==> config.mk <==
export PLATFORM = sky130hd
export DESIGN_NAME = bc_collect_buffer
export DESIGN_NICKNAME = d
export VERILOG_FILES = /design/src/rtl/bc_collect_buffer_pkg.sv /design/src/rtl/bc_collect_buffer_fifo.sv /design/src/rtl/bc_collect_buffer.sv
export SDC_FILE = /design/constraint.sdc
export NUM_CORES = 2
export LEC_CHECK = 0
export CORE_MARGIN = 3
export CORE_UTILIZATION = 64
export CTS_CLUSTER_DIAMETER = 100
export DETAILED_ROUTE_END_ITERATION = 16
export GPL_ROUTABILITY_DRIVEN = 0
export PLACE_DENSITY = 0.85
export SYNTH_ARGS = -nofsm -noshare
export SYNTH_HDL_FRONTEND = slang
export SYNTH_SLANG_ARGS = --single-unit
==> constraint.sdc <==
create_clock -name clk_i -period 5.6 [get_ports clk_i]
set_input_delay 1.12 -clock clk_i [delete_from_list [all_inputs] [get_ports clk_i]]
set_output_delay 1.12 -clock clk_i [all_outputs]
set_load 0.005 [all_outputs]
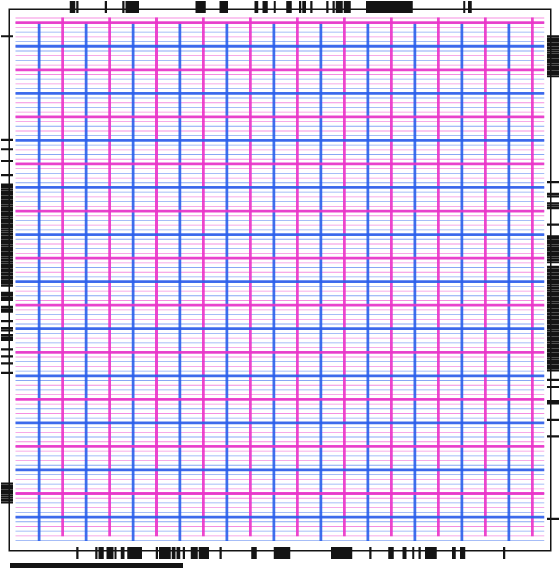
(images/pdn.png)
Bar = 100 µm. Pins as bars on the die edge.
VSS -> blue
VDD -> magenta
met4 straps = 22
rows = 111
signal pins = 336
Die Wd: 312 µm
Die Y: 312 µm
core box area: 92200 µm²
peak supply drop: 0.286 mV

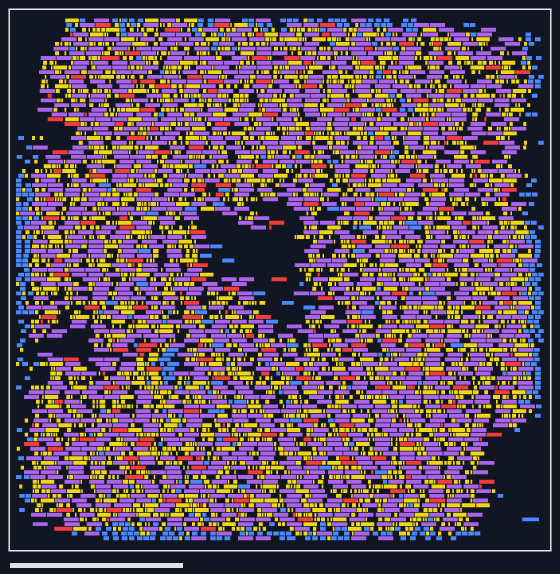
(images/cell_classes.png)
Bar = 100 µm.
other buffers and delay cells -> blue  # cells 435, share of their area 7.0%
clock drivers and dummy loads -> red  # cells 236, share of their area 6.5%
flip-flops -> purple  # cells 1313, share of their area 49%
all other logic -> yellow  # cells 3450, share of their area 37%
Row Count: 111
Finished Cell Area: 68200 µm²
final core occ: 0.740

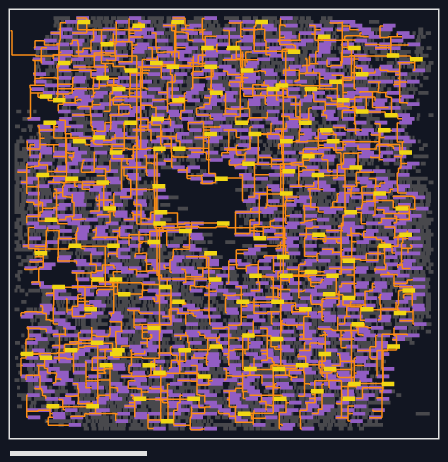
(images/clock_map.png)
Bar = 100 µm.
flip-flops -> purple  # count 1313
cells driving clock nets -> yellow  # count 133
clock wires -> orange  # length 14800 µm
routed clock nets = 134
Worst-Skew Late Latency: 740 ps
clock share of power: 0.365
Clk. pwr: 8.90 mW

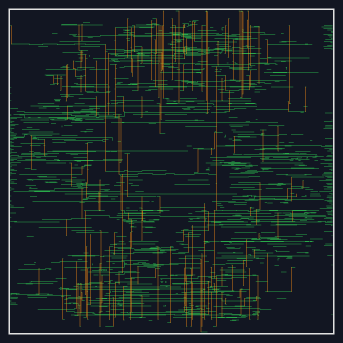
(images/metal_stack.png)
Only two layers are drawn.
met4 -> orange  # wire length 5830 µm
met3 -> green  # wire length 16600 µm
Total GRT Usage: 0.338
via count: 44484
Post-Route WL: 163000 µm
drt wl/cell: 24.5 µm

==> GITHUB_STEP_SUMMARY <==
### Flow metrics

| Metric | Value |
|---|---|
| Dpl hpwl | 95900 µm |
| Slew Limit Headroom | 0.183 |
| Tcrit/Tclk final | 0.836 |
| CTS Hold Buffers Added | 0 |
| Post-synth seq share | 0.548 |
| Post-route setup TNS | 0 ps |
| Syn_nets | 5364 |
| N_taps | 1243 |
| Post-CTS setup buffers | 0 |
| Total of max-cap violations | 0 |
| Worst endpoint required time | 4480 ps |
| Routing usage on met3 | 0.0853 |
| Cells after Synth | 5282 |
| Aoi share | 0.154 |
| CTS root buf | clkbuf_16 |
| Worst Reg-to-Reg Cells | 5 |
| Plain + repair buffers | 435 |
| Layout clock buffer count | 187 |
| Yosys top cell by area | dfrtp_1 |
| Metal2 WL | 74800 µm |
| Simple-gate share of the synthesized area | 0.113 |
| Global Route met1 Usage | 0.487 |
| Most used logic cell in the final layout | dfrtp_1 |
| Critical Path Fanout Max | 33 |
| RSZ-0062 raised after global routing | no |
| Worst min path class | input pin to asynchronous set/reset pin |
| Dominant kind of cell | flip-flops and latches |
| Tightest Pin Transition | 1220 ps |
| MI comb cells | 3441 |
| Status | finished clean |
| Antenna violations before repair | 11 |
| Post-cts sizing count | 0 |
| Count of library flops with an enable pin | 0 |
| Final min period | 4680 ps |
| Max-slew violations | 0 |
| Number of global-route vias before repair | 45542 |
| Total gr overflow | 0 |
| Non-clock buffer share | 0.0686 |
| Area growth from synthesis to layout | 13.9% |
| Unique cell types | 36 |
| Final WS setup | 919 ps |
| Synth mux share | 0.141 |
| YS chip area | 59900 µm² |
| Asr flop ratio synth | 1.00 |
| GR Util met2 | 0.502 |
| Static Leak | 28.1 nW |
| H-tree Lvls | 4 |
| Critical path class | flip-flop to primary output |
| Commonest flop | dfrtp_1 |
| Register area | 32900 µm² |
| DR WL met3 | 16600 µm |
| CTS Buf Count | 133 |
| Post-place setup slack | 1120 ps |
| Detail Route Antenna Nets | 0 |
| Overall Power | 24.4 mW |
| FA/HA/MAJ Cells, Area Fraction | 0.00263 |
| Inverters | 9 |
| Comb area share | 0.362 |
| Final hold vios | 0 |
| First-pass GRT wire length | 261000 µm |
| FMAX | 0.214 GHz |
| Fp util | 0.650 |
| Top sig layer | met5 |
| Port Buffers | 335 |
| R2R setup slack | 2000 ps |
[stage by stage]
stage,cell area (µm²),instances,hold slack [ps]
after floorplan,59900,5282,449
after global placement,63800,6441,460
after detailed placement,63800,6441,469
after CTS,68200,6677,431
after global routing,68200,6681,453
final,68200,6683,389
[critical path, cell delays in order (launching register included)]
cell	delay (ps)
dfrtp_4	990
buf_4	560
mux4_2	630
and2_1	190
clkdlybuf4s50_1	450
[power breakdown]
group	switching, mW	internal (mW)	total [mW]	leakage (nW)
Clock	3.76	5.14	8.90	2.16
Combinational	3.00	2.15	5.16	7.75
Sequential	0.353	9.95	10.3	18.2
Total	7.11	17.2	24.4	28.1
Power is estimated from default activity; no workload was simulated.
